==> config.mk <==
export PLATFORM = sky130hd
export DESIGN_NAME = uart_rx_line_buffer
export DESIGN_NICKNAME = d
export VERILOG_FILES = /design/src/rtl/uart_buf_pkg.sv /design/src/rtl/line_ram.sv /design/src/rtl/uart_rx_line_buffer.sv
export SDC_FILE = /design/constraint.sdc
export NUM_CORES = 1
export LEC_CHECK = 0
export CAP_MARGIN = 10
export CORE_MARGIN = 8
export CORE_UTILIZATION = 40
export DETAILED_ROUTE_END_ITERATION = 6
export PLACE_DENSITY_LB_ADDON = 0.25
export SLEW_MARGIN = 20
export SYNTH_ARGS = -nofsm -noshare
export SYNTH_HDL_FRONTEND = slang
export SYNTH_SLANG_ARGS = --single-unit
==> constraint.sdc <==
create_clock -name Clk_100M -period 6.7 [get_ports Clk_100M]
set_input_delay 1.005 -clock Clk_100M [delete_from_list [all_inputs] [get_ports Clk_100M]]
set_output_delay 1.005 -clock Clk_100M [all_outputs]
set_load 0.01 [all_outputs]
run_1/floorplan.png
(1 px per um) Pins as bars on the die edge.
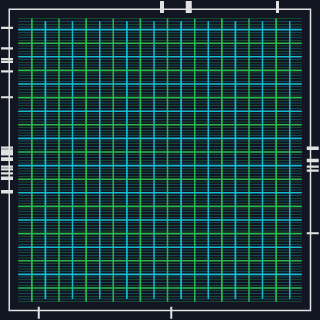
- cyan: VDD
- green: VSS
- signal pins: 38
- met5 straps: 20
- met4 straps: 20
Chip Width: 300 um
largest voltage drop on the vdd net: 0.155 mV
area of the placeable core: 0.0802 mm2
vertical die dimension: 300 um

run_1/class_map.png
(1 px per um) Fill, decap, tap and diode cells in gray.
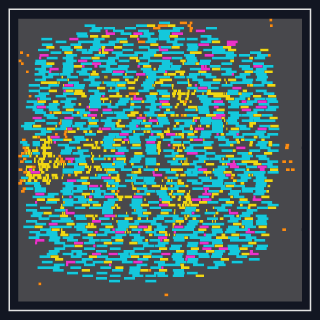
- cyan: registers (cells 820)
- orange: remaining buffers and delay cells (cells 66)
- yellow: remaining logic cells (cells 678)
- magenta: clock drivers and dummy loads (cells 157)
post-route core utilization: 45.2%
Seq/total area: 67.4%
Rows: 104

run_1/clock_wires.png
(2 px per um)
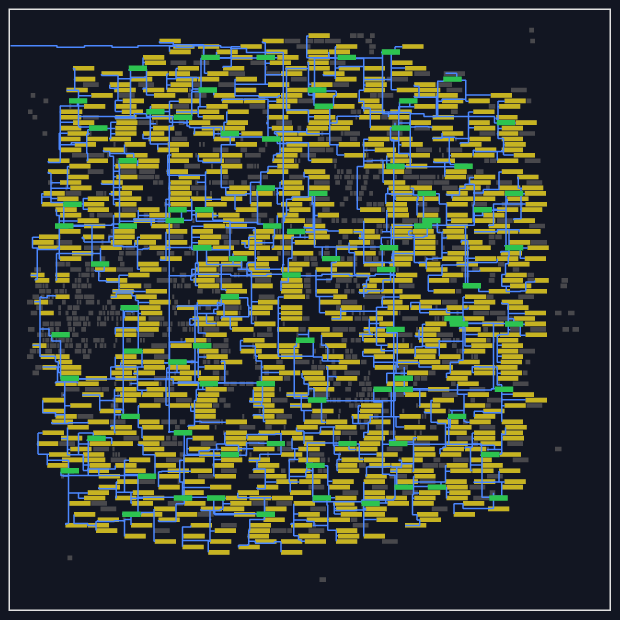
- green: clock-net drivers (count 85)
- blue: clock wires (length 9,190 um)
- yellow: flip-flops (count 820)
- flops lie: all over the die
Clk power: 4.55 mW
Late-Pin Clk Latency: 0.63 ns
Clock Skews: 0.0194 ns
clock network fraction of design power: 42.6%

==> metrics.csv <==
stage,metric,value,unit
clocking,cell at the root of the clock tree,clkbuf_16,
synth,share of Yosys cell area claimed by the top area cell type,74.6,%
power_and_ir_drop,PD cells,294,mW/mm2
synth,commonest register cell after synthesis,edfxtp_1,
floorplanning,count of pins on the block boundary,38,
synth,yosys cell count,1585,
layout,area growth from synthesis to layout,12.6,%
timing,post-route clock period utilization,60.1,%
layout,tally of non-filler cells in the final layout,2781,
routing,number of nets with antenna violations after routing,0,
global_routing,vias in the first global route,16400,
global_routing,total gr overflow,0,
routing,wire length reported by the detailed router,81.2,mm
layout,most instantiated logic cells after routing,"800 x edfxtp_1, 171 x mux4_2, 119 x nor2_1, 86 x clkbuf_16, 76 x mux2i_1",
clocking,maximum clock path buffer count,3,
setup_path,category of the worst setup path capture point,register,
setup_path,startpoint types,input pin,
layout,most numerous logic cell after layout,edfxtp_1,
setup_path,arrival time at the worst endpoint,4.28,ns
clocking,Post-CTS Resized,0,
synth,nets in the synthesized netlist,1605,
power_and_ir_drop,cell internal power dissipation,8.43,mW
power_and_ir_drop,share of total power consumed by net switching,21.1,%
clocking,CTS tree,done,
routing,DRT Pass-1 Iters,5,
clocking,total CTS buffers,85,
synth,count of library flops with an enable pin,800,
global_routing,maximum number of pins on one net before global-route repair,88,
min_path,WHS Path Cells,2,
synth,Synth Register Bits,820,
placed_design,placement-stage cell area,0.0336,mm2
synth,summed standard-cell area reported by yosys,0.0322,mm2
power_and_ir_drop,Flop pwr share,52.8,%
clocking,Clock Sinks,820,
timing,Tmin final,4.03,ns
setup_path,largest driver fanout on the critical path,10,
timing,number of hold violations in the final report,0,
global_routing,first-pass GRT wire length,118,mm
timing,unrepaired setup endpoints after global routing,false,
synth,cell types occupying the most area after synthesis,"edfxtp_1 75%, mux4_2 12%, mux2i_1 2.4%",
timing,total negative slack for setup checks,0,ns
clocking,H-tree Lvls,3,
synth,largest area contributor in the netlist,edfxtp_1,
floorplanning,area of the die,0.0899,mm2
timing,slew at the pin closest to its max-slew limit,1.20,ns
routing,count of unresolved DRC violations after routing,0,
job,number of warning messages in the logs,26,
status,run status,completed,
synth,number of unique standard cell types used by synthesis,69,
setup_path,depth of the most critical reg-to-reg path,6,
timing,relative max-transition margin,20.1,%
timing,setup-violating endpoint count in the final report,0,
global_routing,All-Layer GR Usage,17.8,%
clocking,Setup Buffers After CTS,0,
routing,1st-iter DRT viols,1798,
setup_path,startpoint-to-endpoint class of the critical path,input pin to register,
placed_design,Port Buffers,37,
routing,via/cell ratio,5.78,
layout,Largest register FFs,800,
timing,maximum clock frequency,248,MHz
layout,number of inserted diodes,0,
clocking,clock transition time at the flip-flop clock pins of the worst setup and hold paths,0.06,ns
placed_design,Detailed Place HPWL,50.3,mm
power_and_ir_drop,total design power,10.7,mW
synth,count of synthesis-stage warnings from yosys,0,
setup_path,worst-case register-to-register setup slack,3.17,ns
synth,share of async-settable or async-resettable flops after synthesis,0,%
placed_design,global placement routability congestion,0.830,
timing,final slew viol count,0,
floorplanning,initial core utilization,40.2,%
==> run 1: synth_stat cells (9+ instances only) <==
cell      instances
buf_6            15
clkbuf_1         27
dfxtp_1          20
o221ai_1         10
a22oi_1          45
nand4_1          13
mux2i_1          76
nand2_1          54
mux2_2           11
nor2_1          120
buf_4             9
nor2b_1          21
o22a_1            9
a21oi_1          13
edfxtp_1        800
buf_2            25
nand3_1          13
mux4_2          171
==> run 1: cell type report <==
class / count / area (um2)
well taps: 1060 / 1330
clock inverters: 47 / 387
repair buffers: 66 / 609
flip-flops and latches: 820 / 24400
inverters: 3 / 11.3
multi-input cells: 675 / 7200
fillers: 6847 / 43900
clock buffers: 110 / 2300
==> run 1: through the flow <==
stage / util (%) / hold slack (ns)
final: 45.2 / 0.472
after global placement: 41.9 / 0.470
after floorplan: - / 0.502
after detailed placement: 41.9 / 0.463
after CTS: 45.2 / 0.481
after global routing: 45.2 / 0.497
==> run 1: power groups by stage <==
stage / registers (mW) / logic, mW / clock network [mW]
4_1_cts: 5.64 / 0.495 / 4.62
3_5_place_dp: 5.74 / 0.494 / 0
5_1_grt: 5.63 / 0.516 / 4.80
2_1_floorplan: 5.74 / 0.268 / 0
6_report: 5.64 / 0.489 / 4.55
3_3_place_gp: 5.74 / 0.489 / 0
==> run 1: kinds of logic (layout without fill, tap and decap cells) <==
kind of cell               Yosys count  in the layout  share of synthesized area (%)
xor gates and xnor gates             2              2                         0.0544
DFF                                820            820                           75.8
and+or+nand+nor                    269            269                           3.98
buffers and inverters               90            226                           1.88
adders and majority gates            1              1                         0.0388
muxes                              258            258                           14.7
AOI/OAI and AO/OA                  145            145                           3.52
==> run 1: per-layer routing <==
layer	routed length, um	GRT usage (%)	vias to the layer above
met5	0	0	-
met3	5420	3.24	110
met1	35300	25.4	8604
li1	-	-	6736
met4	1840	4.87	0
met2	38600	28.1	623
==> run 1: worst max-delay path: stages <==
cell	delay [ns]
clkdlybuf4s50_1	0.56
nor2_1	0.50
nand2_1	0.20
nor4b_2	0.43
nand2_1	0.60
buf_4	0.42
nor2_1	0.54
Power is estimated from default activity; no workload was simulated.
